$ cat src/rtl/trg_src_gen_if.sv
`default_nettype none
// ============================================================================
// Module      : trg_src_gen_if
// Description : Control/status bundle for the trigger-source front end.
//               The slave modport is the view taken by trg_src_gen; the
//               master modport is the view of whatever drives and observes it.
// Revision    : 1.0  initial release
// ============================================================================
interface trg_src_gen_if;
    // External trigger path
    logic        ext_trg_in;
    logic        ext_enb_in;
    // Cycled trigger control
    logic        cyc_start_in;
    logic        cyc_stop_in;
    logic [15:0] cyc_period_in;
    logic [15:0] cyc_num_in;
    // Trigger sources and status
    logic        ext_trg_syn_out;
    logic        cycled_trg_out;
    logic        cyc_busy_out;
    logic [15:0] cyc_sent_cnt_out;
    logic [15:0] ext_trg_cnt_out;

    modport master (
        output ext_trg_in, ext_enb_in, cyc_start_in, cyc_stop_in,
               cyc_period_in, cyc_num_in,
        input  ext_trg_syn_out, cycled_trg_out, cyc_busy_out,
               cyc_sent_cnt_out, ext_trg_cnt_out
    );

    modport slave (
        input  ext_trg_in, ext_enb_in, cyc_start_in, cyc_stop_in,
               cyc_period_in, cyc_num_in,
        output ext_trg_syn_out, cycled_trg_out, cyc_busy_out,
               cyc_sent_cnt_out, ext_trg_cnt_out
    );
endinterface
`default_nettype wire

$ cat src/rtl/trg_src_gen.sv
`default_nettype none
// ============================================================================
// Module      : trg_src_gen
// Description : Trigger-source front end. Produces a synchronized,
//               glitch-filtered one-clock pulse from the asynchronous external
//               trigger, and a programmable periodic (cycled) trigger burst.
//               Optional macro TRG_SRC_EXT_CNT_EN builds a 16-bit counter of
//               accepted external triggers; without it ext_trg_cnt_out is 0.
// Revision    : 1.0  initial release
// ============================================================================
module trg_src_gen #(
    parameter int TICK_1US      = 50,
    parameter int EXT_MIN_WIDTH = 3
) (
    input  logic         clk_in,
    input  logic         rst_in,
    trg_src_gen_if.slave trg_if
);

    // Filter counter must be able to hold EXT_MIN_WIDTH itself.
    localparam int              c_FLT_W    = $clog2(EXT_MIN_WIDTH) + 1;
    localparam logic [c_FLT_W-1:0] c_FLT_MAX = c_FLT_W'(EXT_MIN_WIDTH);
    localparam logic [c_FLT_W-1:0] c_FLT_ARM = c_FLT_W'(EXT_MIN_WIDTH - 1);

    localparam int              c_PRE_W    = (TICK_1US > 1) ? $clog2(TICK_1US) : 1;
    localparam logic [c_PRE_W-1:0] c_PRE_LAST = c_PRE_W'(TICK_1US - 1);

    localparam logic [1:0] c_ST_IDLE = 2'd0;
    localparam logic [1:0] c_ST_LOAD = 2'd1;
    localparam logic [1:0] c_ST_RUN  = 2'd2;
    localparam logic [1:0] c_ST_DONE = 2'd3;

    // ------------------------------------------------------------------
    // External trigger path
    // ------------------------------------------------------------------
    logic               r_sync_meta;
    logic               r_sync_lvl;
    logic [c_FLT_W-1:0] r_flt_cnt;
    logic               r_ext_pulse;

    // Two-stage synchronizer for the asynchronous external trigger.
    always_ff @(posedge clk_in) begin
        if (rst_in) begin
            r_sync_meta <= 1'b0;
            r_sync_lvl  <= 1'b0;
        end else begin
            r_sync_meta <= trg_if.ext_trg_in;
            r_sync_lvl  <= r_sync_meta;
        end
    end

    // Width filter: one pulse per high level, issued the clock the counter
    // reaches the minimum width; saturation blocks any repeat.
    always_ff @(posedge clk_in) begin
        if (rst_in) begin
            r_flt_cnt   <= '0;
            r_ext_pulse <= 1'b0;
        end else begin
            r_ext_pulse <= 1'b0;
            if (!trg_if.ext_enb_in || !r_sync_lvl) begin
                r_flt_cnt <= '0;
            end else if (r_flt_cnt != c_FLT_MAX) begin
                r_flt_cnt <= r_flt_cnt + 1'b1;
                if (r_flt_cnt == c_FLT_ARM) begin
                    r_ext_pulse <= 1'b1;
                end
            end
        end
    end

    assign trg_if.ext_trg_syn_out = r_ext_pulse;

`ifdef TRG_SRC_EXT_CNT_EN
    logic [15:0] r_ext_cnt;

    // Free-running count of accepted external triggers.
    always_ff @(posedge clk_in) begin
        if (rst_in) begin
            r_ext_cnt <= 16'd0;
        end else if (r_ext_pulse) begin
            r_ext_cnt <= r_ext_cnt + 16'd1;
        end
    end

    assign trg_if.ext_trg_cnt_out = r_ext_cnt;
`else
    assign trg_if.ext_trg_cnt_out = 16'd0;
`endif

    // ------------------------------------------------------------------
    // Cycled trigger generator
    // ------------------------------------------------------------------
    logic [1:0]         r_state;
    logic [15:0]        r_period;
    logic [15:0]        r_num;
    logic [c_PRE_W-1:0] r_pre;
    logic [15:0]        r_us;
    logic [15:0]        r_sent;
    logic               r_cyc_pulse;

    logic               w_pre_wrap;
    logic               w_period_hit;
    logic [15:0]        w_sent_next;

    assign w_pre_wrap   = (r_pre == c_PRE_LAST);
    assign w_period_hit = w_pre_wrap && (r_us == (r_period - 16'd1));
    assign w_sent_next  = r_sent + 16'd1;

    // Run-control FSM with prescaler, microsecond counter and pulse issue.
    // Stop is checked before the period match so it suppresses a due pulse.
    always_ff @(posedge clk_in) begin
        if (rst_in) begin
            r_state     <= c_ST_IDLE;
            r_period    <= 16'd0;
            r_num       <= 16'd0;
            r_pre       <= '0;
            r_us        <= 16'd0;
            r_sent      <= 16'd0;
            r_cyc_pulse <= 1'b0;
        end else begin
            r_cyc_pulse <= 1'b0;
            case (r_state)
                c_ST_IDLE: begin
                    if (trg_if.cyc_start_in && !trg_if.cyc_stop_in) begin
                        r_state <= c_ST_LOAD;
                    end
                end
                c_ST_LOAD: begin
                    r_period <= (trg_if.cyc_period_in == 16'd0) ? 16'd1 : trg_if.cyc_period_in;
                    r_num    <= trg_if.cyc_num_in;
                    r_pre    <= '0;
                    r_us     <= 16'd0;
                    r_sent   <= 16'd0;
                    r_state  <= c_ST_RUN;
                end
                c_ST_RUN: begin
                    if (trg_if.cyc_stop_in) begin
                        r_state <= c_ST_IDLE;
                    end else begin
                        r_pre <= w_pre_wrap ? '0 : r_pre + 1'b1;
                        if (w_period_hit) begin
                            r_us        <= 16'd0;
                            r_cyc_pulse <= 1'b1;
                            r_sent      <= w_sent_next;
                            if ((r_num != 16'd0) && (w_sent_next == r_num)) begin
                                r_state <= c_ST_DONE;
                            end
                        end else if (w_pre_wrap) begin
                            r_us <= r_us + 16'd1;
                        end
                    end
                end
                c_ST_DONE: begin
                    r_state <= c_ST_IDLE;
                end
                default: begin
                    r_state <= c_ST_IDLE;
                end
            endcase
        end
    end

    assign trg_if.cycled_trg_out   = r_cyc_pulse;
    assign trg_if.cyc_busy_out     = (r_state == c_ST_RUN);
    assign trg_if.cyc_sent_cnt_out = r_sent;

endmodule
`default_nettype wire

$ cat src/flat_wrapper.sv
// flat-port wrapper written by rule: the top's interface ports become plain ports
module trg_src_gen_flat 
#(
    parameter int TICK_1US      = 50,
    parameter int EXT_MIN_WIDTH = 3
)
  (clk_in, rst_in, trg_if_ext_trg_in, trg_if_ext_enb_in, trg_if_cyc_start_in, trg_if_cyc_stop_in, trg_if_cyc_period_in, trg_if_cyc_num_in, trg_if_ext_trg_syn_out, trg_if_cycled_trg_out, trg_if_cyc_busy_out, trg_if_cyc_sent_cnt_out, trg_if_ext_trg_cnt_out);
  trg_src_gen_if trg_if_i ();
  input  logic clk_in;
  input  logic rst_in;
  input wire logic [$bits(trg_if_i.ext_trg_in)-1:0] trg_if_ext_trg_in;
  input wire logic [$bits(trg_if_i.ext_enb_in)-1:0] trg_if_ext_enb_in;
  input wire logic [$bits(trg_if_i.cyc_start_in)-1:0] trg_if_cyc_start_in;
  input wire logic [$bits(trg_if_i.cyc_stop_in)-1:0] trg_if_cyc_stop_in;
  input wire logic [$bits(trg_if_i.cyc_period_in)-1:0] trg_if_cyc_period_in;
  input wire logic [$bits(trg_if_i.cyc_num_in)-1:0] trg_if_cyc_num_in;
  output wire logic [$bits(trg_if_i.ext_trg_syn_out)-1:0] trg_if_ext_trg_syn_out;
  output wire logic [$bits(trg_if_i.cycled_trg_out)-1:0] trg_if_cycled_trg_out;
  output wire logic [$bits(trg_if_i.cyc_busy_out)-1:0] trg_if_cyc_busy_out;
  output wire logic [$bits(trg_if_i.cyc_sent_cnt_out)-1:0] trg_if_cyc_sent_cnt_out;
  output wire logic [$bits(trg_if_i.ext_trg_cnt_out)-1:0] trg_if_ext_trg_cnt_out;
  assign trg_if_i.ext_trg_in = trg_if_ext_trg_in;
  assign trg_if_i.ext_enb_in = trg_if_ext_enb_in;
  assign trg_if_i.cyc_start_in = trg_if_cyc_start_in;
  assign trg_if_i.cyc_stop_in = trg_if_cyc_stop_in;
  assign trg_if_i.cyc_period_in = trg_if_cyc_period_in;
  assign trg_if_i.cyc_num_in = trg_if_cyc_num_in;
  assign trg_if_ext_trg_syn_out = trg_if_i.ext_trg_syn_out;
  assign trg_if_cycled_trg_out = trg_if_i.cycled_trg_out;
  assign trg_if_cyc_busy_out = trg_if_i.cyc_busy_out;
  assign trg_if_cyc_sent_cnt_out = trg_if_i.cyc_sent_cnt_out;
  assign trg_if_ext_trg_cnt_out = trg_if_i.ext_trg_cnt_out;
  trg_src_gen #(.TICK_1US(TICK_1US), .EXT_MIN_WIDTH(EXT_MIN_WIDTH)) u_core (.clk_in(clk_in), .rst_in(rst_in), .trg_if(trg_if_i));
endmodule
$ cat config.mk
export PLATFORM = sky130hd
export DESIGN_NAME = trg_src_gen_flat
export DESIGN_NICKNAME = d
export VERILOG_FILES = /design/src/rtl/trg_src_gen_if.sv /design/src/rtl/trg_src_gen.sv /design/src/flat_wrapper.sv
export SDC_FILE = /design/constraint.sdc
export NUM_CORES = 1
export LEC_CHECK = 0
export CELL_PAD_IN_SITES_DETAIL_PLACEMENT = 1
export CELL_PAD_IN_SITES_GLOBAL_PLACEMENT = 2
export CORE_MARGIN = 3
export CORE_UTILIZATION = 34
export DETAILED_ROUTE_END_ITERATION = 7
export PLACE_DENSITY = 0.95
export SLEW_MARGIN = 25
export SYNTH_ARGS = -nofsm -noshare
export SYNTH_HDL_FRONTEND = slang
export SYNTH_SLANG_ARGS = --single-unit
$ cat constraint.sdc
create_clock -name clk_in -period 6.45 [get_ports clk_in]
set_clock_uncertainty 0.05 [all_clocks]
set_input_delay 0.645 -clock clk_in [delete_from_list [all_inputs] [get_ports clk_in]]
set_output_delay 0.645 -clock clk_in [all_outputs]
set_load 0.05 [all_outputs]
### Signal wires on met2

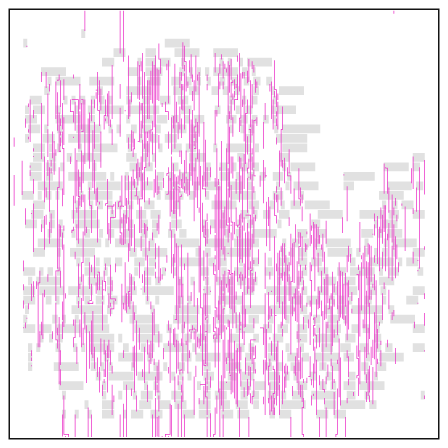
main direction	vertical
nets with wire on the layer	600
share of all routed wire	48%
M2 GR Usage: 31.4%
drt total wl: 13600 um
routed via count: 4399

### Port wiring

Bar = 20 um.
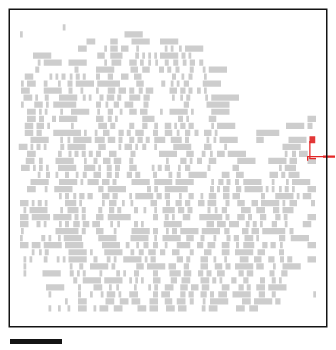
port	colour	direction	end cells	wire
trg_if_ext_trg_in	red	input	1	17.3 um

### Sequential cells coloured by netlist name

Other sequential cells in the stronger grey, the rest of the logic in the fainter grey.
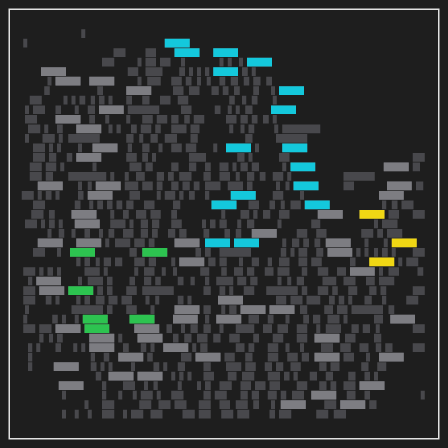
signal	colour	placed flops
u_core.r_us	cyan	16
u_core.r_pre	green	6
u_core.r_flt_cnt	yellow	3
not coloured	54
FF+latch area: 0.00158 mm^2
Final Core Density: 43.0%
Seq/total area: 28.5%
Seq. pwr: 0.512 mW

==> results.json <==
{
  "path_buffers": 1,
  "num-clock-buffers": 10,
  "synth.distinct_cells": 59,
  "r2r_slack_ns": 3.33,
  "worstHoldStart": "u_core.r_flt_cnt[2]$_SDFFE_PP0N_",
  "final.setup.worst_slack_ns": 3.33,
  "path_cells": "inv_1, ha_1, nor4b_1, nand3_1, or3_1, o2bb2a_1, nand4_2, and2_1, a22o_1",
  "firstDrtPassIters": 4,
  "busiest_layer": "met2",
  "inverters": 10,
  "grt_pass1_vias": 4502,
  "yosysWarnings": 0,
  "seq_cells": 79,
  "initial_core_util_pct": 35.6,
  "cts_max_level": 3,
  "numCtsBuffers": 9,
  "cts_hold_buffers": 0,
  "logic_gate_count": 479,
  "power_leader": "the clock network",
  "syn_area_mm2": 0.00460,
  "powerClk_mw": 0.559,
  "final_cell_area_mm2": 0.00556,
  "ir_drop_uv": 137,
  "compound_area_share_pct": 13.7,
  "edf_count": 0,
  "path_clk_slew_ns": 0.06,
  "lay_top_cells": "nand2_1, dfxtp_1, clkdlybuf4s50_1",
  "netlist_instances": 593,
  "power.internal_mw": 0.896,
  "met1Wirelength_um": 6100,
  "comb_share_pct": 50.8,
  "synth-async-reset-ratio_pct": 0,
  "overflow": 0,
  "outcome": "complete, no violations",
  "cp-endpoint": "u_core.trg_if.cyc_sent_cnt_out[1]$_SDFFE_PP0P_",
  "xor_area_share_pct": 9.89,
  "power_frac_seq_pct": 42.2,
  "slowest_stage": "and2_1",
  "finalNetCount": 683,
  "cts_resized": 0,
  "timing.critical_path.max_delay_family": "simple AND/OR/NAND/NOR gates",
  "fmax_ghz": 0.321,
  "grt_pass1_wl_um": 22600,
  "dpl-instance-area_mm2": 0.00522,
  "wl_met2_um": 6510,
  "drt-wirelength-per-cell_um": 16.7,
  "grt_antenna_before_repair": 0,
  "area_growth_pct": 20.7,
  "setup-violations-final": 0,
  "port_buffers": 56,
  "hold_viol": 0,
  "rsz0062_at_grt": "no",
  "top_cell": "nand2_1",
  "yosys-stat-area_mm2": 0.00460,
  "cp-start-kind": "register",
  "critPathArrivalTime_ns": 3.31,
  "die.size.x_um": 122,
  "power_density_mw_per_mm2": 218,
  "synthTopLogicFamily": "simple AND/OR/NAND/NOR gates",
  "critPathCaptureType": "register",
  "ys_sh_adder_pct": 2.17,
  "chipArea_mm2": 0.0150,
  "place_hpwl_um": 10300,
  "ios": 73,
  "p_clk_share_pct": 46.1,
  "worst_pin_slew_ns": 0.972,
  "hold_slack_ns": 0.406,
  "layout_top_cell": "nand2_1",
  "largest_area_cell": "dfxtp_1",
  "rows": 41,
  "reg2regPathDepth": 9,
  "buffers": 58,
  "area_share_clock_buf_inv_pct": 5.81,
  "wl_met3_um": 705,
  "period_needed_ns": 3.12,
  "clockRootBuffer": "clkbuf_16",
  "ys_seq_share_pct": 34.4,
  "r2r_end": "u_core.trg_if.cyc_sent_cnt_out[1]$_SDFFE_PP0P_",
  "buf_share_pct": 10.3,
  "cap_violations": 0,
  "r2r-start": "u_core.r_period[0]$_SDFFE_PP0P_",
  "power_mw": 1.21,
  "die_h_um": 122,
  "core_mm2": 0.0129,
  "cp.depth": 9
}
Power figures rest on the tool's default switching activity, not on a simulated workload.
